**src/rtl/count_pkg.sv**
```systemverilog
// Shared types and constants for the 2-bit up/down counter receive path.
package count_pkg;

  typedef logic [1:0] cnt_state_t;

  typedef enum logic [1:0] {
    HOLD,
    UP,
    DOWN,
    ILLEGAL
  } step_cls_t;

  typedef enum logic {
    UNLOCKED,
    LOCKED
  } fsm_state_t;

  localparam int unsigned ERR_CNT_W   = 4;
  localparam logic [3:0]  ERR_CNT_MAX = 4'd15;

endpackage

```
**src/rtl/step_classify.sv**
```systemverilog
// Maps a (previous, current) counter sample pair to a step class.
module step_classify
  import count_pkg::*;
(
  input  cnt_state_t i_prev,
  input  cnt_state_t i_cur,
  output step_cls_t  o_cls_c
);

  logic [1:0] w_delta;

  // Modulo-4 difference: +1 is up, -1 (3) is down, 2 is an impossible jump.
  assign w_delta = 2'(i_cur - i_prev);

  always_comb begin
    o_cls_c = HOLD;
    case (w_delta)
      2'd1:    o_cls_c = UP;
      2'd2:    o_cls_c = ILLEGAL;
      2'd3:    o_cls_c = DOWN;
      default: o_cls_c = HOLD;
    endcase
  end

endmodule

```
**src/rtl/count_decoder.sv**
```systemverilog
// Decodes the A/B outputs of a 2-bit up/down counter into step/dir pulses,
// a wrapping signed position and a saturating illegal-jump counter with fault.
module count_decoder
  import count_pkg::*;
#(
  parameter int unsigned WIDTH     = 8,
  parameter int unsigned ERR_LIMIT = 3
) (
  input  logic                 clk,
  input  logic                 reset,
  input  logic                 a,
  input  logic                 b,
  input  logic                 clear,
  output logic                 locked,
  output logic                 step,
  output logic                 dir,
  output logic [WIDTH-1:0]     pos,
  output logic                 err,
  output logic [ERR_CNT_W-1:0] err_cnt,
  output logic                 fault
);

  fsm_state_t           r_state;
  cnt_state_t           r_prev;
  logic                 r_locked;
  logic                 r_step;
  logic                 r_dir;
  logic [WIDTH-1:0]     r_pos;
  logic                 r_err;
  logic [ERR_CNT_W-1:0] r_err_cnt;
  logic                 r_fault;

  cnt_state_t           w_cur;
  step_cls_t            w_cls;
  logic [ERR_CNT_W-1:0] w_err_cnt_inc;

  assign w_cur = {a, b};

  step_classify u_step_classify (
    .i_prev  (r_prev),
    .i_cur   (w_cur),
    .o_cls_c (w_cls)
  );

  // Saturating increment used only on an illegal jump.
  assign w_err_cnt_inc = (r_err_cnt == ERR_CNT_MAX) ? r_err_cnt
                                                    : r_err_cnt + ERR_CNT_W'(1);

  always_ff @(posedge clk or posedge reset) begin
    if (reset) begin
      r_state   <= UNLOCKED;
      r_prev    <= '0;
      r_locked  <= 1'b0;
      r_step    <= 1'b0;
      r_dir     <= 1'b0;
      r_pos     <= '0;
      r_err     <= 1'b0;
      r_err_cnt <= '0;
      r_fault   <= 1'b0;
    end else begin
      r_step <= 1'b0;
      r_err  <= 1'b0;
      r_prev <= w_cur;
      case (r_state)
        UNLOCKED: begin
          r_state  <= LOCKED;
          r_locked <= 1'b1;
        end
        LOCKED: begin
          case (w_cls)
            UP: begin
              r_step <= 1'b1;
              r_dir  <= 1'b1;
              r_pos  <= r_pos + WIDTH'(1);
            end
            DOWN: begin
              r_step <= 1'b1;
              r_dir  <= 1'b0;
              r_pos  <= r_pos - WIDTH'(1);
            end
            ILLEGAL: begin
              r_err     <= 1'b1;
              r_err_cnt <= w_err_cnt_inc;
              if (w_err_cnt_inc >= ERR_CNT_W'(ERR_LIMIT)) r_fault <= 1'b1;
            end
            default: ;
          endcase
        end
        default: r_state <= UNLOCKED;
      endcase
      // Clear overrides any same-edge accumulator update; pulses still fire.
      if (clear) begin
        r_pos     <= '0;
        r_err_cnt <= '0;
        r_fault   <= 1'b0;
      end
    end
  end

  assign locked  = r_locked;
  assign step    = r_step;
  assign dir     = r_dir;
  assign pos     = r_pos;
  assign err     = r_err;
  assign err_cnt = r_err_cnt;
  assign fault   = r_fault;

endmodule

```
**config.mk**
```make
export PLATFORM = sky130hd
export DESIGN_NAME = count_decoder
export DESIGN_NICKNAME = d
export VERILOG_FILES = /design/src/rtl/count_pkg.sv /design/src/rtl/step_classify.sv /design/src/rtl/count_decoder.sv
export SDC_FILE = /design/constraint.sdc
export NUM_CORES = 1
export LEC_CHECK = 0
export ABC_AREA = 0
export CORE_ASPECT_RATIO = 1.5
export CORE_UTILIZATION = 56
export DETAILED_ROUTE_END_ITERATION = 10
export PLACE_DENSITY = 0.95
export SLEW_MARGIN = 0
export SYNTH_ARGS = -nofsm -noshare
export SYNTH_HDL_FRONTEND = slang
export SYNTH_HIERARCHICAL = 1
export SYNTH_SLANG_ARGS = --single-unit
export TNS_END_PERCENT = 5
```
**constraint.sdc**
```tcl
create_clock -name clk -period 8.2 [get_ports clk]
set_input_delay 2.05 -clock clk [delete_from_list [all_inputs] [get_ports clk]]
set_output_delay 2.05 -clock clk [all_outputs]
set_load 0.1 [all_outputs]
```
==> run_1/clocks.png <==
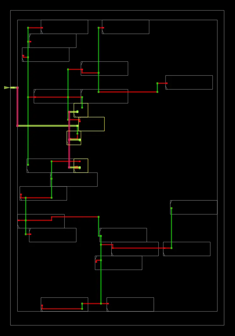
TritonCTS Sinks: 20
Clock buffer cells: 4
CTS buffer count: 3

==> run_1/logic_types.png <==
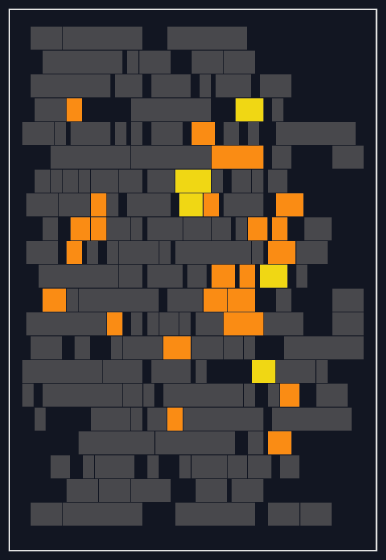
[orange] aoi and oai cells | cells: 23 | most used: a21oi_1
[yellow] non-inverting ao/oa cells | cells: 5
fraction of area in multi-input gates: 0.4866
most numerous logic cell after layout: clkdlybuf4s50_1
final non-filler cell total: 181

==> run_1/io_fan.png <==
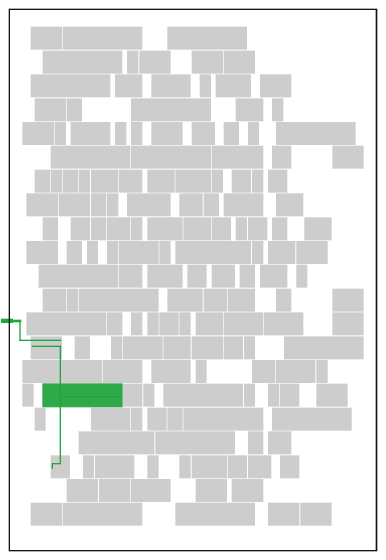
[green] `locked` | bits: 1 | direction: output | end cells: 1 | wire: 32.5 um
I/O Buffers: 21
io pins: 22

==> results.json, run 1 <==
{
  "cp_top_family": "adder cells",
  "grt_use_met2": 0.5156,
  "grt_pass1_wl_um": 4712,
  "wl_met2_um": 1692,
  "outcome": "completed",
  "ys_seq_frac": 0.3759,
  "r2r.worst_path.cells": 12,
  "finalClockPeriodUsage": 0.6845,
  "comb_power_share": 0.510,
  "comb_power_uw": 190,
  "comb_area_um2": 770.7,
  "final_cell_mix": "clkdlybuf4s50_1 (21), dfrtp_1 (20), nor2_1 (16)",
  "relSlewSlack": 0.3476,
  "cts_tree": "done",
  "yosysWarnings": 6,
  "grt_use_total": 0.2348,
  "edf_count": 0,
  "grt_max_degree": 21,
  "buffers_excl_clock": 21,
  "post_cts_resized": 0,
  "ys_cells": 137,
  "globalRoute.totalOverflow": 0,
  "ys_async_sr_fraction": 1.000,
  "fp_nets": 154,
  "seq_area_frac": 0.3160,
  "yosysTopAreaCell": "dfrtp_1",
  "fmax_mhz": 178.2,
  "post_cts_buffers": 0,
  "top_layer": "met4",
  "die_area_mm2": 0.002580,
  "clk_pin_slew_ns": 0.12,
  "clock_area_frac": 0.02291,
  "synth_dominant_cell_count": "dfrtp_1",
  "total_leakage_power_uw": 0.0007627,
  "vias": 1112,
  "cts-root-buf": "clkbuf_4",
  "crit_path_start_kind": "input pin",
  "ys_sh_simple": 0.1917,
  "rows": 21
}
==> run_1/clk_routes.png <==
The bar under the picture is 10 um long.
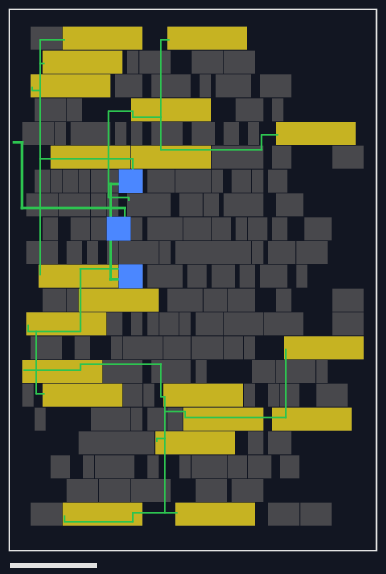

==> run 1 -> run 2 <==
--- a/config.mk
+++ b/config.mk
@@ -7,9 +7,9 @@
 export LEC_CHECK = 0
 export ABC_AREA = 0
 export CORE_ASPECT_RATIO = 1.5
-export CORE_UTILIZATION = 56
+export CORE_UTILIZATION = 47
 export DETAILED_ROUTE_END_ITERATION = 10
-export PLACE_DENSITY = 0.95
+export PLACE_DENSITY = 0.87
 export SLEW_MARGIN = 0
 export SYNTH_ARGS = -nofsm -noshare
 export SYNTH_HDL_FRONTEND = slang
==> constraint.sdc (replaced) <==
create_clock -name clk -period 5 [get_ports clk]
set_input_delay 1.25 -clock clk [delete_from_list [all_inputs] [get_ports clk]]
set_output_delay 1.25 -clock clk [all_outputs]
set_load 0.1 [all_outputs]
==> run_2/clk_routes.png <==
The bar under the picture is 10 um long.
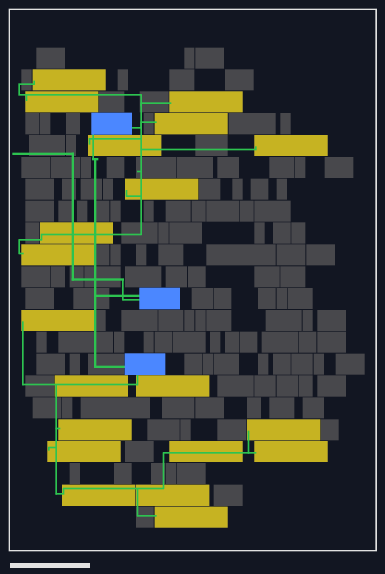
[blue] clock drivers | count: 3
[yellow] flip-flops | count: 20
[green] clock wires | length: 248 um
flops lie: widely spread
routed clock nets: 4

==> run 2 against run 1 <==
Combinational power grew 64%. Register-to-register slack worse by 2.8 ns. Non-clock buffer count up 1. Critical path type unchanged.
==> results.json, run 2 <==
{
  "crit_top_cell": "ha_1",
  "final_cell_mix": "clkdlybuf4s50_1 (21), dfrtp_1 (20), nor2_1 (16)",
  "buffers_excl_clock": 22,
  "rows": 23,
  "clkPwrFrac": 0.193,
  "grt_use_met2": 0.3679,
  "top_cells_by_area": "dfrtp_1 (38%), ha_1 (11%), nor2_1 (4.5%), nor2b_1 (3.3%), mux2i_1 (3.0%)",
  "cp_top_family": "adder cells",
  "cts_max_level": 1,
  "total_power_uw": 638.0,
  "nWellTaps": 37,
  "grt_use_total": 0.2067,
  "ys_cells": 137,
  "comb_area_um2": 770.7,
  "fin_area_mm2": 0.001628,
  "comb_power_share": 0.488,
  "drc_errors": 0,
  "yosysTopAreaCell": "dfrtp_1",
  "seq_area_frac": 0.3075,
  "fp-utilization": 0.4974,
  "yosysWarnings": 6,
  "ys_async_sr_fraction": 1.000,
  "final_common_cell": "clkdlybuf4s50_1",
  "report.final.slew_viol_count": 0,
  "cts_buffers": 3,
  "total_leakage_power_uw": 0.0007756,
  "grt.busiest_layer": "met2",
  "crit_path_start_kind": "input pin",
  "critPathLaunch": "b",
  "cts-root-buf": "clkbuf_8",
  "yosysTopAreaCellShare": 0.3759,
  "post_cts_buffers": 0,
  "relSlewSlack": 0.3504,
  "grt_max_degree": 21,
  "placed_area_mm2": 0.001573,
  "nets": 177,
  "synth_dominant_cell_count": "dfrtp_1",
  "synth_cell_types": 41,
  "fp_nets": 154,
  "clock_area_frac": 0.03382,
  "fin_hold_ws_ns": 0.4817,
  "finalClockPeriodUsage": 0.8972,
  "vias": 1061,
  "grt_pass1_wl_um": 4533,
  "r2r.worst_path.cells": 12,
  "min_path_type": "reg -> reg",
  "die_area_mm2": 0.003054,
  "finalSetupViolations": 0,
  "logic_family": "simple AND/OR/NAND/NOR gates",
  "antennaDiodeCount": 0,
  "top_layer": "met4",
  "grt_antenna_before_repair": 0,
  "wl_met2_um": 1358,
  "edf_count": 0,
  "comb_power_uw": 311,
  "cts_tree": "done",
  "reg2reg_setup_slack_ns": 1.63,
  "clk_pin_slew_ns": 0.07,
  "ys_seq_frac": 0.3759,
  "num_io_pins": 22,
  "sh_comb_area": 0.4735,
  "hold_violations": 0,
  "post_cts_resized": 0,
  "finalNonFillerCells": 196,
  "globalRoute.totalOverflow": 0,
  "numClockSinks": 20,
  "ys_sh_simple": 0.1917,
  "port_buffers": 21,
  "outcome": "completed",
  "fmax_mhz": 222.9,
  "hp-start": "locked",
  "clkbuf_count": 4,
  "largest_class": "combinational gates"
}
==> run_2/wires.png <==
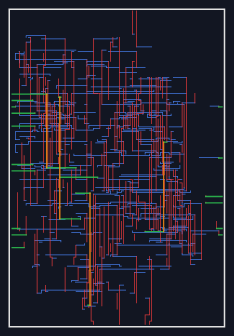
[blue] metal 1 | wire length: 1,090 um
[orange] metal 4 | wire length: 84.3 um
[red] metal 2 | wire length: 1,360 um
[green] metal 3 | wire length: 75.1 um

Power figures rest on the tool's default switching activity, not on a simulated workload.
